Cell density map:
The die is cut into 33 by 33 equal tiles; black is low, pale yellow is high, 0 to 100% covered.
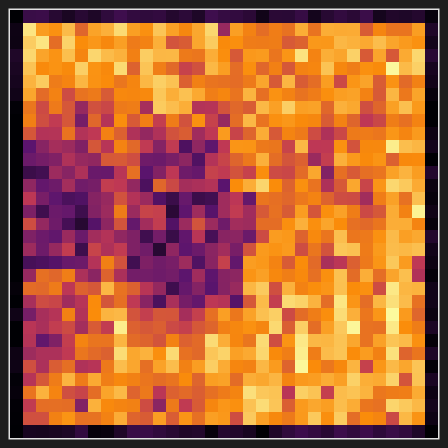
Sequential cells grouped by signal name:
Other sequential cells in the stronger gray, the rest of the logic in the fainter gray.
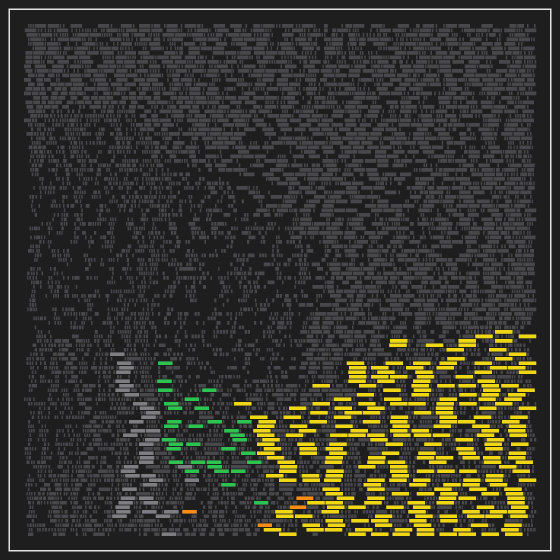
Routing congestion map:
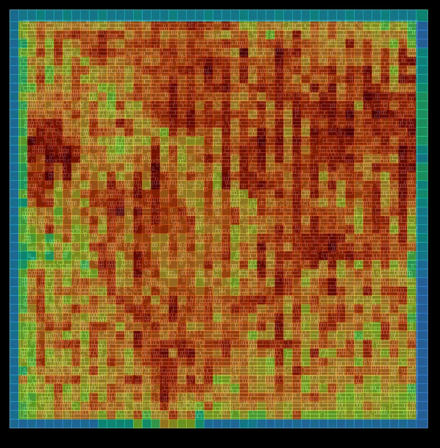
Placed cells, one color a class:
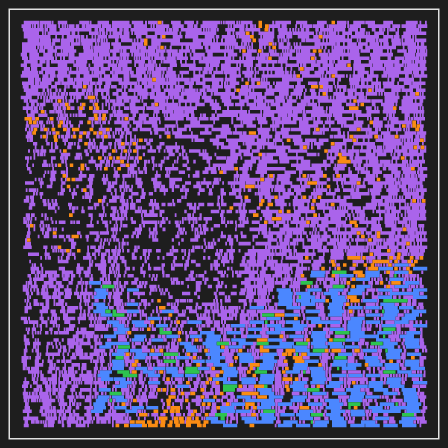
[src/rtl/rpn_stack_engine_pkg.sv]
// rpn_pkg: shared token codes, error codes and sequencer states for the
// RPN stack engine. Macro DIV_EN adds the DIV_WAIT state (token 0xE = DIV).
package rpn_pkg;

  // Keypad token codes (0x0-0x9 are digits)
  localparam logic [3:0] TOK_ADD   = 4'hA;
  localparam logic [3:0] TOK_SUB   = 4'hB;
  localparam logic [3:0] TOK_MUL   = 4'hC;
  localparam logic [3:0] TOK_ENTER = 4'hD;
  localparam logic [3:0] TOK_DROP  = 4'hE;
  localparam logic [3:0] TOK_DIV   = 4'hE;
  localparam logic [3:0] TOK_CLEAR = 4'hF;

  // Error codes shown to the display controller
  localparam logic [1:0] ERR_NONE  = 2'd0;
  localparam logic [1:0] ERR_UNDER = 2'd1;
  localparam logic [1:0] ERR_FULL  = 2'd2;
  localparam logic [1:0] ERR_ARITH = 2'd3;

  typedef enum logic [2:0] {
    ST_IDLE = 3'd0,
    ST_PUSH = 3'd1,
    ST_EXEC = 3'd2,
    ST_WB   = 3'd3
`ifdef DIV_EN
    , ST_DIV_WAIT = 3'd4
`endif
  } state_t;

  function automatic logic is_digit(input logic [3:0] t);
    return (t <= 4'd9);
  endfunction

endpackage

[src/rtl/rpn_stack_engine_if.sv]
// Token handshake between the keypad decoder (master) and the engine (slave).
interface rpn_stack_engine_if;
  logic       tok_valid;
  logic [3:0] token;
  logic       tok_ready;

  modport master (output tok_valid, output token, input tok_ready);
  modport slave  (input tok_valid, input token, output tok_ready);
endinterface

[src/rtl/rpn_stack_engine_divider.sv]
// stack_divider: restoring serial unsigned divider, one quotient bit per
// cycle. The first bit is produced on the start cycle, so done pulses
// exactly WIDTH cycles after start. Only compiled when DIV_EN is defined.
`ifdef DIV_EN
module stack_divider #(
  parameter int WIDTH = 32
) (
  input  logic             clk,
  input  logic             reset,
  input  logic             start,
  input  logic [WIDTH-1:0] dividend,
  input  logic [WIDTH-1:0] divisor,
  output logic [WIDTH-1:0] quotient,
  output logic             done
);
  localparam int CW = $clog2(WIDTH + 1);

  logic [WIDTH-1:0] rem;
  logic [WIDTH-1:0] quo;
  logic [CW-1:0]    cnt;
  logic [WIDTH-1:0] src_rem;
  logic [WIDTH-1:0] src_quo;
  logic [WIDTH-1:0] nxt_rem;
  logic [WIDTH:0]   shifted;
  logic [WIDTH:0]   trial;
  logic             q_bit;

  // One restoring step, taken from fresh operands on start
  always_comb begin
    if (start) begin
      src_rem = {WIDTH{1'b0}};
      src_quo = dividend;
    end else begin
      src_rem = rem;
      src_quo = quo;
    end
    shifted = {src_rem, src_quo[WIDTH-1]};
    trial   = shifted - {1'b0, divisor};
    if (!trial[WIDTH]) begin
      q_bit   = 1'b1;
      nxt_rem = trial[WIDTH-1:0];
    end else begin
      q_bit   = 1'b0;
      nxt_rem = shifted[WIDTH-1:0];
    end
  end

  // Iteration registers and the completion pulse
  always_ff @(posedge clk or negedge reset) begin
    if (!reset) begin
      rem  <= {WIDTH{1'b0}};
      quo  <= {WIDTH{1'b0}};
      cnt  <= {CW{1'b0}};
      done <= 1'b0;
    end else begin
      done <= 1'b0;
      if (start) begin
        rem <= nxt_rem;
        quo <= {src_quo[WIDTH-2:0], q_bit};
        cnt <= CW'(WIDTH - 1);
      end else if (cnt != {CW{1'b0}}) begin
        rem  <= nxt_rem;
        quo  <= {src_quo[WIDTH-2:0], q_bit};
        cnt  <= cnt - CW'(1);
        done <= (cnt == CW'(1));
      end
    end
  end

  assign quotient = quo;
endmodule
`endif

[src/rtl/rpn_stack_engine.sv]
// rpn_stack_engine: builds decimal operands from keypad tokens and runs RPN
// operators on a DEPTH x WIDTH stack. Define DIV_EN to turn token 0xE into
// an unsigned DIV via stack_divider (DROP is then unavailable).
module rpn_stack_engine
  import rpn_pkg::*;
#(
  parameter int WIDTH = 32,
  parameter int DEPTH = 8,
  localparam int DW = $clog2(DEPTH + 1)
) (
  input  logic                clk,
  input  logic                reset,
  rpn_stack_engine_if.slave   tok_if,
  output logic [WIDTH-1:0]    disp_val,
  output logic [DW-1:0]       depth,
  output logic                entry_active,
  output logic [1:0]          err,
  output logic                busy
);
  localparam int AW = $clog2(DEPTH);
  localparam logic [DW-1:0] SP_ZERO = DW'(0);
  localparam logic [DW-1:0] SP_TWO  = DW'(2);
  localparam logic [DW-1:0] SP_FULL = DW'(DEPTH);
`ifdef DIV_EN
  localparam bit DIV_ON = 1'b1;
`else
  localparam bit DIV_ON = 1'b0;
`endif

  state_t           state;
  state_t           next_state;
  logic [WIDTH-1:0] stack [DEPTH];
  logic [DW-1:0]    sp;
  logic [WIDTH-1:0] entry;
  logic [3:0]       op;
  logic [WIDTH-1:0] result;
  logic [3:0]       tok;
  logic             accept;
  logic [AW-1:0]    idx_top;
  logic [AW-1:0]    idx_nos;
  logic [AW-1:0]    idx_push;
  logic [WIDTH-1:0] opa;
  logic [WIDTH-1:0] opb;
  logic [WIDTH-1:0] push_val;
  logic [WIDTH+3:0] dig_val;
  logic             div_zero;
  logic [WIDTH:0]   sum;
  logic [2*WIDTH-1:0] prod;
  logic [WIDTH-1:0] alu_res;
  logic             alu_err;

  function automatic logic is_op(input logic [3:0] t);
    return (t == TOK_ADD) || (t == TOK_SUB) || (t == TOK_MUL) || (DIV_ON && (t == TOK_DIV));
  endfunction

  assign tok             = tok_if.token;
  assign tok_if.tok_ready = (state == ST_IDLE);
  assign accept          = tok_if.tok_valid && (state == ST_IDLE);
  assign busy            = (state != ST_IDLE);
  assign depth           = sp;

  assign idx_top  = AW'(sp - DW'(1));
  assign idx_nos  = AW'(sp - DW'(2));
  assign idx_push = AW'(sp);
  assign opa      = stack[idx_nos];
  assign opb      = stack[idx_top];
  assign push_val = entry_active ? entry : stack[idx_top];
  assign dig_val  = ({4'b0000, entry} * (WIDTH + 4)'(4'd10)) + (WIDTH + 4)'(tok);
  assign div_zero = DIV_ON && (op == TOK_DIV) && (opb == {WIDTH{1'b0}});
  assign disp_val = entry_active ? entry :
                    ((sp != SP_ZERO) ? stack[idx_top] : {WIDTH{1'b0}});

`ifdef DIV_EN
  logic             div_start;
  logic             div_done;
  logic [WIDTH-1:0] div_quo;

  stack_divider #(.WIDTH(WIDTH)) u_div (
    .clk      (clk),
    .reset    (reset),
    .start    (div_start),
    .dividend (opa),
    .divisor  (opb),
    .quotient (div_quo),
    .done     (div_done)
  );
`endif

  // Arithmetic on the two top entries; carries/high product bits flag err 3
  always_comb begin
    sum     = {1'b0, opa} + {1'b0, opb};
    prod    = {{WIDTH{1'b0}}, opa} * {{WIDTH{1'b0}}, opb};
    alu_res = {WIDTH{1'b0}};
    alu_err = 1'b0;
    case (op)
      TOK_ADD: begin
        alu_res = sum[WIDTH-1:0];
        alu_err = sum[WIDTH];
      end
      TOK_SUB: begin
        alu_res = opa - opb;
        alu_err = 1'b0;
      end
      TOK_MUL: begin
        alu_res = prod[WIDTH-1:0];
        alu_err = |prod[2*WIDTH-1:WIDTH];
      end
      default: begin
        alu_res = {WIDTH{1'b0}};
        alu_err = 1'b0;
      end
    endcase
  end

  // Sequencer state register; reset abandons any operation in flight
  always_ff @(posedge clk or negedge reset) begin
    if (!reset) begin
      state <= ST_IDLE;
    end else begin
      state <= next_state;
    end
  end

  // Next-state selection for the token sequencer
  always_comb begin
    next_state = state;
`ifdef DIV_EN
    div_start = 1'b0;
`endif
    case (state)
      ST_IDLE: begin
        if (!accept) begin
          next_state = ST_IDLE;
        end else if (tok == TOK_ENTER) begin
          next_state = (entry_active || (sp != SP_ZERO)) ? ST_PUSH : ST_IDLE;
        end else if (is_op(tok)) begin
          next_state = entry_active ? ST_PUSH : ST_EXEC;
        end else begin
          next_state = ST_IDLE;
        end
      end
      ST_PUSH: next_state = (is_op(op) && (sp != SP_FULL)) ? ST_EXEC : ST_IDLE;
      ST_EXEC: begin
        if ((sp < SP_TWO) || div_zero) begin
          next_state = ST_IDLE;
`ifdef DIV_EN
        end else if (op == TOK_DIV) begin
          div_start  = 1'b1;
          next_state = ST_DIV_WAIT;
`endif
        end else begin
          next_state = ST_WB;
        end
      end
`ifdef DIV_EN
      ST_DIV_WAIT: next_state = div_done ? ST_WB : ST_DIV_WAIT;
`endif
      ST_WB:   next_state = ST_IDLE;
      default: next_state = ST_IDLE;
    endcase
  end

  // Stack pointer, operand entry, pending operator, result and error code
  always_ff @(posedge clk or negedge reset) begin
    if (!reset) begin
      sp           <= SP_ZERO;
      entry        <= {WIDTH{1'b0}};
      entry_active <= 1'b0;
      err          <= ERR_NONE;
      op           <= 4'h0;
      result       <= {WIDTH{1'b0}};
    end else begin
      case (state)
        ST_IDLE: begin
          if (accept) begin
            op  <= tok;
            err <= ERR_NONE;
            if (is_digit(tok)) begin
              entry        <= dig_val[WIDTH-1:0];
              entry_active <= 1'b1;
              if (dig_val[WIDTH+3:WIDTH] != 4'h0) begin
                err <= ERR_ARITH;
              end
            end else if (tok == TOK_CLEAR) begin
              sp           <= SP_ZERO;
              entry        <= {WIDTH{1'b0}};
              entry_active <= 1'b0;
            end else if (tok == TOK_ENTER) begin
              if (!entry_active && (sp == SP_ZERO)) begin
                err <= ERR_UNDER;
              end
            end else if (!DIV_ON && (tok == TOK_DROP)) begin
              if (entry_active) begin
                entry        <= {WIDTH{1'b0}};
                entry_active <= 1'b0;
              end else if (sp != SP_ZERO) begin
                sp <= sp - DW'(1);
              end else begin
                err <= ERR_UNDER;
              end
            end
          end
        end
        ST_PUSH: begin
          entry        <= {WIDTH{1'b0}};
          entry_active <= 1'b0;
          if (sp == SP_FULL) begin
            err <= ERR_FULL;
          end else begin
            sp <= sp + DW'(1);
          end
        end
        ST_EXEC: begin
          if (sp < SP_TWO) begin
            err <= ERR_UNDER;
          end else if (div_zero) begin
            err <= ERR_ARITH;
          end else begin
            result <= alu_res;
            if (alu_err) begin
              err <= ERR_ARITH;
            end
          end
        end
`ifdef DIV_EN
        ST_DIV_WAIT: begin
          if (div_done) begin
            result <= div_quo;
          end
        end
`endif
        ST_WB: sp <= sp - DW'(1);
        default: sp <= sp;
      endcase
    end
  end

  // Stack storage: push in PUSH, collapse the top two entries in WB
  always_ff @(posedge clk) begin
    if ((state == ST_PUSH) && (sp != SP_FULL)) begin
      stack[idx_push] <= push_val;
    end else if (state == ST_WB) begin
      stack[idx_nos] <= result;
    end
  end

endmodule
[src/flat_wrapper.sv]
// flat-port wrapper written by rule: the top's interface ports become plain ports
module rpn_stack_engine_flat import rpn_pkg::*;
#(
  parameter int WIDTH = 32,
  parameter int DEPTH = 8,
  localparam int DW = $clog2(DEPTH + 1)
)
  (clk, reset, disp_val, depth, entry_active, err, busy, tok_if_tok_valid, tok_if_token, tok_if_tok_ready);
  rpn_stack_engine_if tok_if_i ();
  input  logic clk;
  input  logic reset;
  output logic [WIDTH-1:0] disp_val;
  output logic [DW-1:0] depth;
  output logic entry_active;
  output logic [1:0] err;
  output logic busy;
  input wire logic [$bits(tok_if_i.tok_valid)-1:0] tok_if_tok_valid;
  input wire logic [$bits(tok_if_i.token)-1:0] tok_if_token;
  output wire logic [$bits(tok_if_i.tok_ready)-1:0] tok_if_tok_ready;
  assign tok_if_i.tok_valid = tok_if_tok_valid;
  assign tok_if_i.token = tok_if_token;
  assign tok_if_tok_ready = tok_if_i.tok_ready;
  rpn_stack_engine #(.WIDTH(WIDTH), .DEPTH(DEPTH)) u_core (.clk(clk), .reset(reset), .tok_if(tok_if_i), .disp_val(disp_val), .depth(depth), .entry_active(entry_active), .err(err), .busy(busy));
endmodule
[config.mk]
export PLATFORM = sky130hd
export DESIGN_NAME = rpn_stack_engine_flat
export DESIGN_NICKNAME = d
export VERILOG_FILES = /design/src/rtl/rpn_stack_engine_pkg.sv /design/src/rtl/rpn_stack_engine_if.sv /design/src/rtl/rpn_stack_engine_divider.sv /design/src/rtl/rpn_stack_engine.sv /design/src/flat_wrapper.sv
export SDC_FILE = /design/constraint.sdc
export NUM_CORES = 2
export LEC_CHECK = 0
export ABC_AREA = 1
export CAP_MARGIN = 20
export CORE_MARGIN = 8
export CORE_UTILIZATION = 60
export DETAILED_ROUTE_END_ITERATION = 7
export PLACE_DENSITY = 0.76
export SYNTH_ARGS = -nofsm -noshare
export SYNTH_HDL_FRONTEND = slang
export SYNTH_SLANG_ARGS = --single-unit
[constraint.sdc]
create_clock -name clk -period 9.85 [get_ports clk]
set_clock_uncertainty 0.05 [all_clocks]
set_input_delay 1.97 -clock clk [delete_from_list [all_inputs] [get_ports clk]]
set_output_delay 1.97 -clock clk [all_outputs]
set_load 0.1 [all_outputs]
==> changes_impl.md <==
### Physical design

- Cells after Synth: 7,603
- CP max-delay cell: fa_1
- Worst setup SP type: flop
- Ant. Diodes: 7
- Synth Area in Simple Gates: 0.2095
- Tap cells: 1,276
- Hold Path Origin: u_core.result[12]$_DFFE_PN0P_
- Worst setup margin: 0.3370 ns
- Synth area leader: fa_1
- Placed Instance Area: 61,440 um2
- First-pass GRT wire length: approximately 330 mm
- Tool warnings: 73
- Layout cells sized above 1: 0.07973
- Final ANT Viol Nets: 0
- Fmax: 0.1051 GHz
- Synth Seq Share: 0.1663
- YS chip area: 57,820 um2
- Number of signal-net buffers in the layout: 385
- R2r setup slk: 0.34 ns
- Final #Nets: 9,022
- Final worst-path cycle share: 0.9658
- Hold-critical path endpoint: u_core.result[12]$_DFFE_PN0P_
- Crit path DRT: 10.31 ns
- Main synth FF type: edfxtp_1
- Synth mux share: 0
- Crit path DAT: around 10 ns
- Crit. Startpoint: u_core.depth[1]$_DFFE_PN0P_
- DRT Pass-1 Iters: 8
- CTS Buf Count: 30
- Latency at later pin: 0.61 ns
- Status: finished clean
- Vias in the first global route: about 53,000
- Crit path max fanout: 26
- Pin count of the biggest net entering global routing: 124
- Comb/total area: 0.6621
- Terminus of the critical flop-to-flop path: u_core.err[0]$_DFFE_PN0P_
- Top cells excl fill/tap: nand2_1, inv_1, nor2_1
- Fin. Hold Viols: 0
- FF-to-FF path depth: 41
- Fraction of registers with async set/reset: 0.2312
- Filler cells: 8,399
- Mean Syn Cell Area: 7.605 um2
- CLK BUF: 32
- Area share of fa/ha/maj cells after synthesis: 0.3980
- Synth top cells by count: nand2_1, inv_1, nor2_1
- CTS tree: yes
- Hold depth: 2
- Worst path buffer plus inverter count: 13
- H-tree Lvls: 1
- Finished Layout Cells: 9,022
- # resized after CTS: 0
- Worst r2r src: u_core.depth[1]$_DFFE_PN0P_
- Synth top area share: 0.3112
- IO Port Bufs: 47
- Hold Crit Class: flop to flop
- DR iter-0 viols: 6,999
- Critical path destination: u_core.err[0]$_DFFE_PN0P_
- Clk buf depth: 3
- Clk cell area share: 0.01673
- Chip Width: 326.4 um
- Hold_ws: 0.4407 ns
- Number of synthesis warnings: 0
- Mapped cell area: roughly 58,000 um2
- Inverters: 1,493
- Critical path's top delay family: adder cells
- Total GRT Usage: 0.4093
- HPWL after DPL: approximately 180 mm
- #MultiIn Comb: 5,472
- Routed WL: 220.7 mm
- Worst slack, placed: 0.2107 ns
- Die y size: around 330 um
- Fin crit period: 9.513 ns
- XOR Share, Synth: 0.002272
- DRC viols: 0
- Buffering overhead: 0.05288
- Post-Route Setup TNS: 0 ns
- Yosys top cell by instances: nand2_1
- Count of different cell masters after synthesis: 58
- Most frequent CP cell: nand2_1
- Final setup vio count: 0
- Post-Syn Nets: 8,910
- Die area: 106,600 um2
- Initial antenna violation count: 9
- Top non-seq family: adder cells
- Total gr overflow: 0
- Worst setup EP type: flop
- Layout area overhead: 8.919%
- Crit-path max cell delay: 0.65 ns
- Vias per cell: 5.982
- Post-CTS setup buffer count: 0
- Max-slew headroom: 0.2173
- Fin. max-slew vios: 0
- Clock transition at the registers of the reported paths: 0.07 ns
- Yosys Instances: about 7,600
- Top cells by area: fa_1, edfxtp_1, nand2_1
- Worst slew pin tran: approximately 1.2 ns
- Root buffer cell: clkbuf_16
- Flip-flops: 333
- Max cap viols: 0
- IO Count: 48
- Placed insts: 8,934
- Synthesized registers: 333
- Largest class: multi-input combinational cells
- Post-Synth AOI/OAI Area: 0.1053
- DR vias: roughly 54,000
- Hold_buf cts: 0
- Most numerous logic cell after layout: nand2_1
- Sink Count: 333
- Post-synth EDFFs: 256
## Picture notes: 'cell density map'
The fullest tile reaches 99%. The emptiest ninth of the die: middle left. The mean over all tiles is 58%. 30% of the tiles are over 75% full.
core area: 96,140 um2
FP Util: 0.6015

## Picture notes: 'sequential cells grouped by signal name'
u_core.stack: in yellow, sequential cells 256. u_core.depth: in orange, sequential cells 4, where bottom center. u_core.result: in green, sequential cells 32.
Another 41 sequential cells are not colored.
post-layout util: 0.6551
total area of sequential cells: 9622 um2

## Picture notes: 'routing congestion map'
GR peak layer: met2
routed len/inst: 24.47 um
GR met2 Demand/Resource: 0.6052
global-route met1 utilization: 0.5262
met3 GRT Util: 0.1319

## Picture notes: 'placed cells, one color a class'
combinational and other logic: in purple, cells 6,965, share of their area 77%. sequential cells: in blue, cells 333, share of their area 16%. remaining buffers and delay cells: in orange, cells 385, share of their area 5.4%. clock drivers and dummy loads: in green, cells 56, share of their area 1.7%.
num rows: 114
sequential share of cell area: 0.1528
cell area after layout: 62,980 um2

cell families (layout without fill, tap and decap cells):
logic type,after synthesis,in the layout
AND-OR/OR-AND,1150,1150
XOR/XNOR,15,15
adder cells (fa/ha/maj),1300,1300
buffers and inverters,1798,1934
flip-flops,333,333
other,0,7
AND/OR/NAND/NOR,3007,3007
flip-flops by register name, indices dropped and copies added (netlist names):
name and count:
u_core.depth 4, u_core.result 32, u_core.state 2, u_core.entry 32
u_core.stack 256, u_core.entry_active 1, u_core.err 2, u_core.op 4
metal layers:
layer	track usage	share of wire
met3	0.1319	0.14
met1	0.5262	0.36
met5	0	0.00039
met2	0.6052	0.43
met4	0.2420	0.075
